`config.mk`:
```
export PLATFORM = sky130hd
export DESIGN_NAME = dram_arbiter
export DESIGN_NICKNAME = d
export VERILOG_FILES = /design/src/rtl/dram_pkg.sv /design/src/rtl/dram_arbiter_rr_arb2.sv /design/src/rtl/dram_arbiter.sv
export SDC_FILE = /design/constraint.sdc
export NUM_CORES = 1
export LEC_CHECK = 0
export CAP_MARGIN = 20
export CORE_MARGIN = 3
export CORE_UTILIZATION = 38
export DETAILED_ROUTE_END_ITERATION = 8
export PLACE_DENSITY = 0.87
export SYNTH_ARGS = -nofsm -noshare
export SYNTH_HDL_FRONTEND = slang
export SYNTH_SLANG_ARGS = --single-unit
```
`constraint.sdc`:
```
create_clock -name clk -period 4.75 [get_ports clk]
set_input_delay 0.7125 -clock clk [delete_from_list [all_inputs] [get_ports clk]]
set_output_delay 0.7125 -clock clk [all_outputs]
set_load 0.01 [all_outputs]
```
`src/rtl/dram_pkg.sv`:
```
// Shared definitions for the data-RAM arbiter: default widths, port ids and
// ownership state encoding.
package dram_pkg;

  localparam int ADDR_W = 16;
  localparam int DATA_W = 8;

  localparam logic PORT_CPU = 1'b0;
  localparam logic PORT_LDR = 1'b1;

  typedef enum logic [1:0] {
    FREE = 2'b00,
    OWN0 = 2'b01,
    OWN1 = 2'b10
  } own_state_e;

endpackage

```
`src/rtl/dram_arbiter_rr_arb2.sv`:
```
// Two-input round-robin selector; on a tie the port not served last wins.
module rr_arb2 (
  input  logic       req0,
  input  logic       req1,
  input  logic       last,
  output logic [1:0] gnt
);

  always_comb begin
    gnt = 2'b00;
    if (req0 && (!req1 || last)) gnt = 2'b01;
    else if (req1)               gnt = 2'b10;
  end

endmodule

```
`src/rtl/dram_arbiter.sv`:
```
// Two-port arbiter for the single-port data RAM: ownership FSM with bounded
// lock, registered RAM commands and a two-stage read-return pipeline.
//
// state | meaning
// FREE  | no owner; round-robin between requesters
// OWN0  | port 0 holds the RAM under lock
// OWN1  | port 1 holds the RAM under lock
module dram_arbiter #(
  parameter int ADDR_W   = dram_pkg::ADDR_W,
  parameter int DATA_W   = dram_pkg::DATA_W,
  parameter int MAX_LOCK = 16
) (
  input  logic              clk,
  input  logic              rst,
  input  logic              req0,
  input  logic              req1,
  input  logic              we0,
  input  logic              we1,
  input  logic              lock0,
  input  logic              lock1,
  input  logic [ADDR_W-1:0] addr0,
  input  logic [ADDR_W-1:0] addr1,
  input  logic [DATA_W-1:0] wdata0,
  input  logic [DATA_W-1:0] wdata1,
  output logic              gnt0,
  output logic              gnt1,
  output logic              rvalid0,
  output logic              rvalid1,
  output logic [DATA_W-1:0] rdata0,
  output logic [DATA_W-1:0] rdata1,
  output logic [ADDR_W-1:0] mem_addr,
  output logic              mem_read,
  output logic              mem_write,
  output logic [DATA_W-1:0] mem_din,
  input  logic [DATA_W-1:0] mem_dout
);

  import dram_pkg::*;

  localparam logic [7:0] LOCK_MAX = 8'(MAX_LOCK);

  own_state_e state, state_nxt;
  logic [7:0] lock_cnt, cnt_nxt;
  logic       last;
  logic [1:0] arb_gnt;
  logic       acc, acc_port, acc_lock, acc_we;
  logic       s1_valid, s1_port, s2_valid, s2_port;

  rr_arb2 u_rr (
    .req0 (req0),
    .req1 (req1),
    .last (last),
    .gnt  (arb_gnt)
  );

  // On a forced release the waiting port is handed the RAM in the same
  // cycle, so the hand-over costs no idle slot.
  always_comb begin
    gnt0      = 1'b0;
    gnt1      = 1'b0;
    state_nxt = state;
    cnt_nxt   = lock_cnt;
    case (state)
      FREE: begin
        gnt0 = arb_gnt[0];
        gnt1 = arb_gnt[1];
      end
      OWN0: begin
        if (lock_cnt == LOCK_MAX && req1) gnt1 = 1'b1;
        else                              gnt0 = req0;
      end
      OWN1: begin
        if (lock_cnt == LOCK_MAX && req0) gnt0 = 1'b1;
        else                              gnt1 = req1;
      end
      default: ;
    endcase

    acc      = gnt0 | gnt1;
    acc_port = gnt1;
    acc_lock = gnt1 ? lock1 : lock0;
    acc_we   = gnt1 ? we1 : we0;

    if (acc) begin
      if (!acc_lock) begin
        state_nxt = FREE;
        cnt_nxt   = 8'd0;
      end else if ((acc_port == PORT_LDR && state == OWN1) ||
                   (acc_port == PORT_CPU && state == OWN0)) begin
        if (lock_cnt < LOCK_MAX) cnt_nxt = lock_cnt + 8'd1;
      end else begin
        state_nxt = (acc_port == PORT_LDR) ? OWN1 : OWN0;
        cnt_nxt   = 8'd1;
      end
    end else if (state != FREE) begin
      state_nxt = FREE;
      cnt_nxt   = 8'd0;
    end
  end

  always_ff @(posedge clk or posedge rst) begin
    if (rst) begin
      state    <= FREE;
      lock_cnt <= 8'd0;
      last     <= PORT_LDR;
    end else begin
      state    <= state_nxt;
      lock_cnt <= cnt_nxt;
      if (acc) last <= acc_port;
    end
  end

  always_ff @(posedge clk or posedge rst) begin
    if (rst) begin
      mem_addr  <= '0;
      mem_din   <= '0;
      mem_read  <= 1'b0;
      mem_write <= 1'b0;
    end else begin
      mem_read  <= acc & ~acc_we;
      mem_write <= acc & acc_we;
      if (acc) begin
        mem_addr <= gnt1 ? addr1 : addr0;
        mem_din  <= gnt1 ? wdata1 : wdata0;
      end
    end
  end

  always_ff @(posedge clk or posedge rst) begin
    if (rst) begin
      s1_valid <= 1'b0;
      s1_port  <= 1'b0;
      s2_valid <= 1'b0;
      s2_port  <= 1'b0;
    end else begin
      s1_valid <= acc & ~acc_we;
      s1_port  <= acc_port;
      s2_valid <= s1_valid;
      s2_port  <= s1_port;
    end
  end

  assign rvalid0 = s2_valid && (s2_port == PORT_CPU);
  assign rvalid1 = s2_valid && (s2_port == PORT_LDR);
  assign rdata0  = rvalid0 ? mem_dout : '0;
  assign rdata1  = rvalid1 ? mem_dout : '0;

endmodule

```
Placed cells, one color a class:
Drawn at 4 px/um. Fill, decap, tap and diode cells in gray.
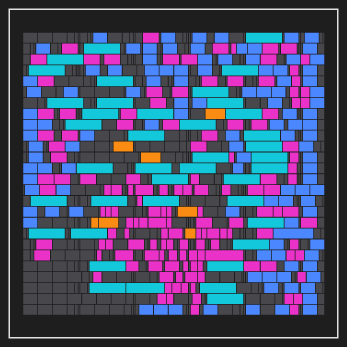
legend:
  orange:
    class: clock drivers and dummy loads
    cells: 7
    share_of_their_area: 2.4%
  cyan:
    class: flip-flops
    cells: 40
    share_of_their_area: 30%
  magenta:
    class: all other logic
    cells: 140
    share_of_their_area: 34%
  blue:
    class: other buffers and delay cells
    cells: 112
    share_of_their_area: 34%

Clock nets:
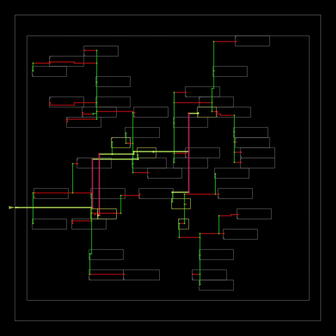
source-to-sink clock delay at the later pin of the worst-skew pair: 0.29 ns
Clock net power: 0.211 mW
Seq Cell Count: 40

Clock wires, drivers and flops:
Drawn at 6 px/um.
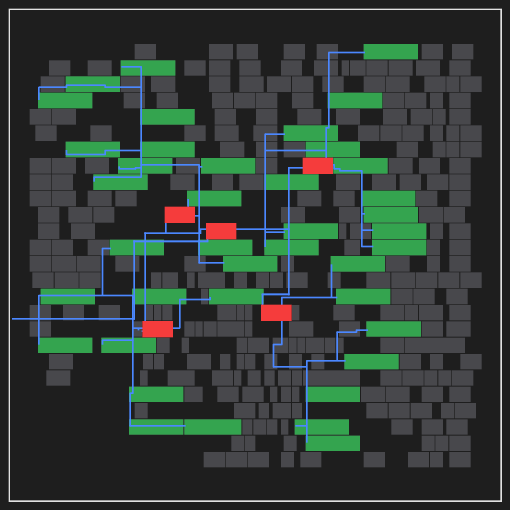
legend:
  red:
    item: cells driving clock nets
    count: 5
  green:
    item: flip-flops
    count: 40
  blue:
    item: clock wires
    length: 463 um
flops lie: spread over the die
routed clock nets: 6

Ports around the boundary:
Drawn at 3 px/um. Pins as bars across the die edge, other pins in gray.
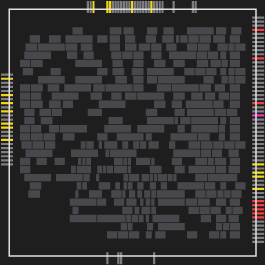
legend:
  yellow:
    port: mem_addr
    pins: 16
    direction: output
    edge: 7 left, 5 top, 4 right
  red:
    port: mem_dout
    pins: 8
    direction: input
    edge: right
  magenta:
    port: gnt1
    pins: 1
    direction: output
    edge: right
all pins by edge: 56 right, 27 top, 23 left, 4 bottom

==> impl_report.txt <==
IMPLEMENTATION SUMMARY REPORT
----------------------------------------------------
[Place]
  Post-DP HPWL ........................ 4440 um
  DP Cell Count ........................ 361
  Worst slack at placement ........................ 1.44 ns
  Cell Area, Placed ........................ 3330 sq um
  Tally of buffers added on design ports ........................ 109
  RePlAce Congestion ........................ 0.845

[Final timing]
  Final tally of max-slew violations ........................ 0
  Hold WS ........................ 0.364 ns
  Final Hold Violating Endpoints ........................ 0
  Final period demand of the worst path ........................ 3.30 ns
  Slack of the critical path ........................ 1.45 ns
  Post-route setup TNS ........................ 0 ns
  Total setup violations reported at the end of the flow ........................ 0
  Highest clock frequency the design can meet ........................ 303 MHz
  RSZ-0062 raised after global routing ........................ no
  Setup skew after layout ........................ 0.00478 ns

[Power and ir drop]
  Int Pwr ........................ 0.722 mW
  Power per standard cell area ........................ 293 nW/um^2
  Highest-power group ........................ registers
  Part of the total power dissipated in combinational logic ........................ 0.364
  Power, Total ........................ 1.01 mW
  NetSw ........................ 0.286 mW
  Share of total power consumed by net switching ........................ 0.284
  Relative contribution of the clock network to total power ........................ 0.209
  Combinational cell power ........................ 0.367 mW

[Finish]
  Max reg flops ........................ 16
  Multi-input combinational area share ........................ 0.324
  Largest area class, layout ........................ buffers
  Multi-input logic area ........................ 1110 sq um
  Area growth from synthesis to final layout ........................ 57.7%
  Leading cell types in the layout, fill and taps excluded ........................ clkdlybuf4s50_1 (109), dfrtp_1 (39), mux2_1 (24), mux2_2 (24), and2_1 (11)
  Most instantiated logic cell after routing ........................ clkdlybuf4s50_1
  Register with the highest flop count ........................ mem_addr
  Net count, final ........................ 365
  Tally of non-filler cells in the final layout ........................ 369
  Share of layout cells above drive strength 1 ........................ 0.130
  Number of diodes added for antenna fixing ........................ 0
  Count of filler cells inserted in the layout ........................ 440
  Design area ........................ 3440 sq um
  Non-Clock Buffer Count ........................ 112
  Layout buffering overhead excluding clock cells ........................ 0.330
  Clock-cell share of area ........................ 0.0237
  Final Util ........................ 0.644
  Sequential cell area ........................ 1000 sq um
  Share of the final layout cell area in sequential cells ........................ 0.292

[Clocking]
  # resized after CTS ........................ 0
  Number of hold buffers added after CTS ........................ 0
  Clock slew at reported path FFs ........................ 0.07 ns
  Number of buffers on the longest clock path ........................ 2
  Clock H-tree levels ........................ 2
  TritonCTS clock tree ........................ done

[Global route]
  Global-route total usage across every layer ........................ 0.173
  Maximum number of pins on one net before global-route repair ........................ 41
  Remaining Overflow, GRT ........................ 0
  Number of antenna violations at the first check in global routing ........................ 0
  Global-route track usage on met2 ........................ 0.313
  Vias in the first global route ........................ 1879
  Layer with the highest usage ........................ met2
  Global routing met3 resource utilization ........................ 0.0647
  Met1 layer usage reported by global route ........................ 0.191
  Wire length of the first global-routing pass ........................ 9000 um

[Drt]
  Detail-routed via count per cell ........................ 5.06
  Antenna viol nets, final ........................ 0
  Uppermost layer routed ........................ met4
  Starting DRC count in detailed routing ........................ 94
  Drt first pass iters ........................ 4
  Total length of routed met3 wires ........................ 782 um
  Number of design rule violations left after detail routing ........................ 0
  Met1 WL ........................ 2050 um
  Routed wirelength normalized by instance count ........................ 15.6 um

[Job]
  Maximum capacitance violations ........................ 0
  Count of warning messages emitted by the tools ........................ 27

[Critical path]
  Timing endpoint of the critical path ........................ gnt1
  Kind of start point of the critical path ........................ input pin
  Number of buffer and inverter instances along the worst setup path ........................ 3
  Worst path top cell family by delay ........................ buffers and inverters
  Critical path's slowest cell ........................ clkdlybuf4s50_1
  Kind of end point of the critical path ........................ output port
  Depth of the worst register-to-register path ........................ 8
  Critical path startpoint ........................ req1
  Largest stage delay, worst path ........................ 0.61 ns
  Start-to-end type of the worst setup path ........................ in2out
  Reg-to-reg setup timing slack ........................ 2.16 ns
  Data arrival, critical path ........................ 2.59 ns
  Reg2Reg Capture Point ........................ mem_din[5]
  Most Frequent Cell on Critical Path ........................ clkdlybuf4s50_1
  R2R Path Start ........................ lock_cnt[0]
  CP Cell Sequence ........................ clkdlybuf4s50_1, nor2b_1, and2_1, a311oi_4, inv_2, clkdlybuf4s50_1

[Logic synthesis]
  Mapped Nets ........................ 256
  FF+latch count, synth ........................ 40
  Yosys stat area ........................ 2180 sq um
  Synthesized area divided by synthesized cell count ........................ 11.5 sq um
  Yosys warnings ........................ 0
  Count of flip-flops with a built-in enable after synthesis ........................ 0
  Register area share after synthesis ........................ 0.460
  Primary FF master, synth ........................ dfrtp_1
  Ys cells ........................ 190
  Count of different cell masters after synthesis ........................ 37
  Dominant combinational family ........................ multiplexers
  Synth mux share ........................ 0.266
  Synthesized-area fraction occupied by adder cells ........................ 0.0115
  Async set-or-reset flop fraction in the synthesized netlist ........................ 1.00
  Top post-synthesis cells by area ........................ dfrtp_1 (45%), mux2_1 (12%), mux2_2 (12%)
  Most frequent cells after synthesis ........................ dfrtp_1 (39), mux2_1 (24), mux2_2 (24)
  Area leader, netlist ........................ dfrtp_1
  Area leader share ........................ 0.448
  Area of the mapped netlist ........................ 2180 sq um
  Most frequently used cell type in the post-synthesis netlist ........................ dfrtp_1

[Die]
  IO Pins ........................ 110
  Placement Rows ........................ 26
  Floorplan utilization ........................ 0.409
  Die extent in x ........................ 81.7 um
  Total Die Area ........................ 6680 sq um
  Vertical die size ........................ 81.7 um
  Number of tap cells inserted ........................ 70

[Min path]
  Min-delay src ........................ s1_port
  Hold crit path type ........................ reg2reg
  WHS Endpoint ........................ s2_port
  Hold path depth ........................ 0

[Run status]
  Outcome ........................ finished clean

----------------------------------------------------
Power is estimated from default activity; no workload was simulated.
